### Cell classes on the final placement

Scale bar: 10 um.
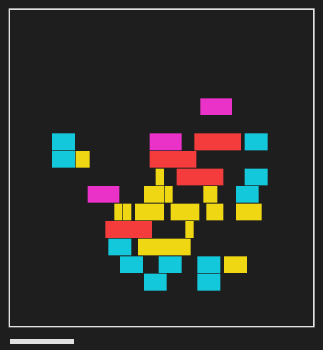
### Sizing map

Scale bar: 10 um.
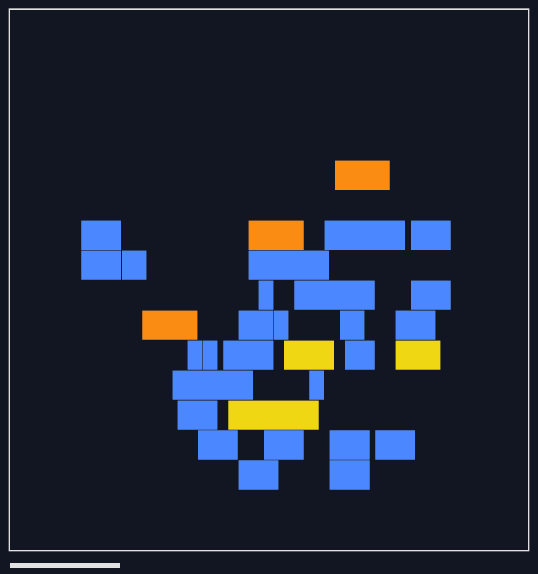
### Ports around the boundary

Pins as bars across the die edge, other pins in grey.
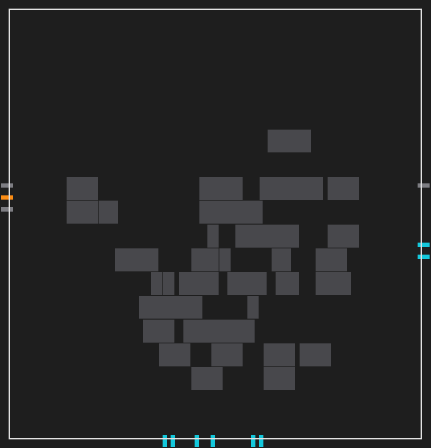
--- config.mk ---
export PLATFORM = sky130hd
export DESIGN_NAME = stream_sink_checker_ready_gen
export DESIGN_NICKNAME = d
export VERILOG_FILES = /design/src/rtl/stream_sink_checker_ready_gen.sv
export SDC_FILE = /design/constraint.sdc
export NUM_CORES = 1
export LEC_CHECK = 0
export CAP_MARGIN = 5
export CORE_AREA = 5 5 42 44
export CTS_BUF_LIST = sky130_fd_sc_hd__clkbuf_8
export CTS_CLUSTER_SIZE = 8
export DETAILED_ROUTE_END_ITERATION = 6
export DIE_AREA = 0 0 47 49
export HOLD_SLACK_MARGIN = 0.12
export SLEW_MARGIN = 20
export SYNTH_ARGS = -nofsm -noshare
export SYNTH_HDL_FRONTEND = slang
export SYNTH_SLANG_ARGS = --single-unit
--- constraint.sdc ---
create_clock -name clk -period 1.7 [get_ports clk]
set_clock_uncertainty 0.15 [all_clocks]
set_input_delay 0.34 -clock clk [delete_from_list [all_inputs] [get_ports clk]]
set_output_delay 0.34 -clock clk [all_outputs]
set_load 0.01 [all_outputs]
--- src/rtl/stream_sink_checker_ready_gen.sv ---
// ============================================================================
// Module   : stream_sink_checker_ready_gen
// Purpose  : Back-pressure generator: free-running 3-bit slot counter selecting
//            a bit of the ready mask, with a registered ready output.
// Revision : 1.0 - initial release
// ============================================================================
`default_nettype none

module stream_sink_checker_ready_gen (
    input  logic       clk,
    input  logic       reset,
    input  logic       i_active,
    input  logic [7:0] i_rdy_mask,
    output logic       o_data_rdy
);

    logic [2:0] r_slot_q;
    logic [2:0] w_slot_d;
    logic       r_rdy_q;
    logic       w_rdy_d;

    // i_active reflects the next state, so ready drops on the same edge the
    // checker enters IDLE or DONE
    always_comb begin
        w_slot_d = 3'd0;
        w_rdy_d  = 1'b0;
        if (i_active) begin
            w_slot_d = r_slot_q + 3'd1;
            w_rdy_d  = i_rdy_mask[r_slot_q];
        end
    end

    always_ff @(posedge clk) begin
        if (reset) begin
            r_slot_q <= 3'd0;
            r_rdy_q  <= 1'b0;
        end else begin
            r_slot_q <= w_slot_d;
            r_rdy_q  <= w_rdy_d;
        end
    end

    assign o_data_rdy = r_rdy_q;

endmodule

`default_nettype wire

==> results_tabular.tex <==
% Table of physical implementation metrics
\begin{tabular}{lr}
\hline
Metric & Value \\
\hline
\multicolumn{2}{l}{\textbf{Placement}} \\
Count of port buffers added during placement & 11 \\
Detailed placer's ending HPWL & 331 um \\
Routability-driven placement congestion ratio & 0.549 \\
\multicolumn{2}{l}{\textbf{Final timing}} \\
\# setup viols final & 0 \\
Final sum of negative setup slack & 0 ns \\
Shortest clock period the worst path allows after layout & 1.52 ns \\
Worst slew slack as a fraction of its limit & 85.7\% \\
\multicolumn{2}{l}{\textbf{Cells and area}} \\
Count of inserted antenna diode cells & 0 \\
Final net count & 46 \\
\multicolumn{2}{l}{\textbf{Outcome}} \\
Status & finished, final reports clean \\
\multicolumn{2}{l}{\textbf{Setup path}} \\
R2r worst-path depth & 3 \\
Crit path DRT & 1.21 ns \\
Critical Path Sink Type & output port \\
Cell Chain, Critical Path & clkdlybuf4s50\_1 \\
\multicolumn{2}{l}{\textbf{Global route}} \\
Global router's overall resource usage & 4.57\% \\
Pin count of the biggest net entering global routing & 6 \\
\multicolumn{2}{l}{\textbf{Yosys}} \\
Post-synth area from yosys stat & 196 um\^{}2 \\
Cells after synthesis & 18 \\
Cell variety after synth & 12 \\
\multicolumn{2}{l}{\textbf{Power}} \\
Part of the power in combinational logic & 11.7\% \\
Leakage power & 0.000140 uW \\
\multicolumn{2}{l}{\textbf{Detailed routing}} \\
Number of DRC markers after the initial detailed-route iteration & 1 \\
Drt drc & 0 \\
Routed Wire Length & 400 um \\
\multicolumn{2}{l}{\textbf{Clocking}} \\
Root Buffer & clkbuf\_8 \\
CTS tree & yes \\
\multicolumn{2}{l}{\textbf{Die}} \\
Area of the die & 0.00230 mm\^{}2 \\
\multicolumn{2}{l}{\textbf{Worst hold path}} \\
Hold Path Depth & 1 \\
Path type of the worst min-delay path & reg -> reg \\
Start point of the worst hold path & r\_slot\_q[0] \\
\multicolumn{2}{l}{\textbf{Flow run}} \\
Max-Cap Viols & 0 \\
\hline
\end{tabular}
About 'Cell classes on the final placement':
colour	class	cells	share of their area
yellow	all other logic	14	33%
magenta	cells driving clock nets	3	12%
cyan	other buffers and delay cells	11	32%
red	flip-flops	4	23%

About 'Sizing map':
colour	size	cells
orange	drive 6 and up	3
blue	drive 1 or less	26
yellow	drive 2	3
area added between synthesis and finish: 87.3%
crit path setup slack, layout: 0.183 ns
final instance area: 368 um^2
non-clock buffer count in the final layout: 11

About 'Ports around the boundary':
colour	port	pins	direction	edge
orange	i_active	1	input	left
cyan	i_rdy_mask	8	input	6 bottom, 2 right
all pins by edge	6 bottom, 3 left, 3 right
x dimension of the die: 47 um
Vert. Die Dim: 49 um

worst max path at each step:
stage / start / end / slack, ns
finish: o_data_rdy / o_data_rdy / 0.18
global route: o_data_rdy / o_data_rdy / 0.14
CTS: o_data_rdy / o_data_rdy / 0.17
detailed placement: i_rdy_mask[6] / o_data_rdy / 0.05
global placement: i_rdy_mask[6] / o_data_rdy / 0.05
floorplan: r_slot_q[1] / o_data_rdy / 0.38
kinds of logic (layout without fill, tap and decap cells):
kind of cell,after synthesis,in the layout
XOR/XNOR,1,1
AND/OR/NAND/NOR,8,8
flip-flops,4,4
multiplexers,3,3
buffers and inverters,1,15
adder cells (fa/ha/maj),1,1
metrics by stage:
step	instance area [um^2]	total power, uW	hold slack (ns)	cells
2_1_floorplan	196	116	0.283	18
3_3_place_gp	327	143	0.308	45
3_5_place_dp	327	143	0.317	45
4_1_cts	368	348	0.322	48
5_1_grt	368	360	0.337	48
6_report	368	339	0.318	48
synthesized netlist by cell type:
master | n | share of area [%]
nand2b_1 | 1 | 3.2
dfxtp_1 | 4 | 41
xnor2_1 | 1 | 4.5
mux4_2 | 1 | 11
nor3b_1 | 1 | 3.8
inv_1 | 1 | 1.9
mux2_2 | 1 | 5.7
nor2_1 | 4 | 7.6
ha_1 | 1 | 6.4
mux2i_1 | 1 | 5.1
and3_1 | 1 | 3.2
nor4_2 | 1 | 6.4
flip-flops by register name (all words and copies together), names as in the netlist:
name,flops
r_slot_q,3
o_data_rdy,1
routing by layer:
layer / track usage [%] / wire length [um]
met5: 0 / 0
met4: 4.15 / 9
met3: 6.64 / 75
met1: 3.29 / 129
met2: 5.20 / 185
final cells by class:
type | count | share of cell area [%]
well taps | 16 | 5.44
clock buffers | 3 | 11.2
multi-input cells | 13 | 30.6
flip-flops and latches | 4 | 21.8
repair buffers | 11 | 29.9
inverters | 1 | 1.02
power by group through the flow:
stage / Sequential (uW) / Combinational, uW / Clock (uW)
final: 102 / 39.6 / 198
after global routing: 102 / 43.0 / 216
after CTS: 102 / 40.5 / 205
after detailed placement: 103 / 40.5 / 0
after global placement: 103 / 39.9 / 0
after floorplan: 103 / 13.6 / 0
Power and IR drop assume default switching activity.
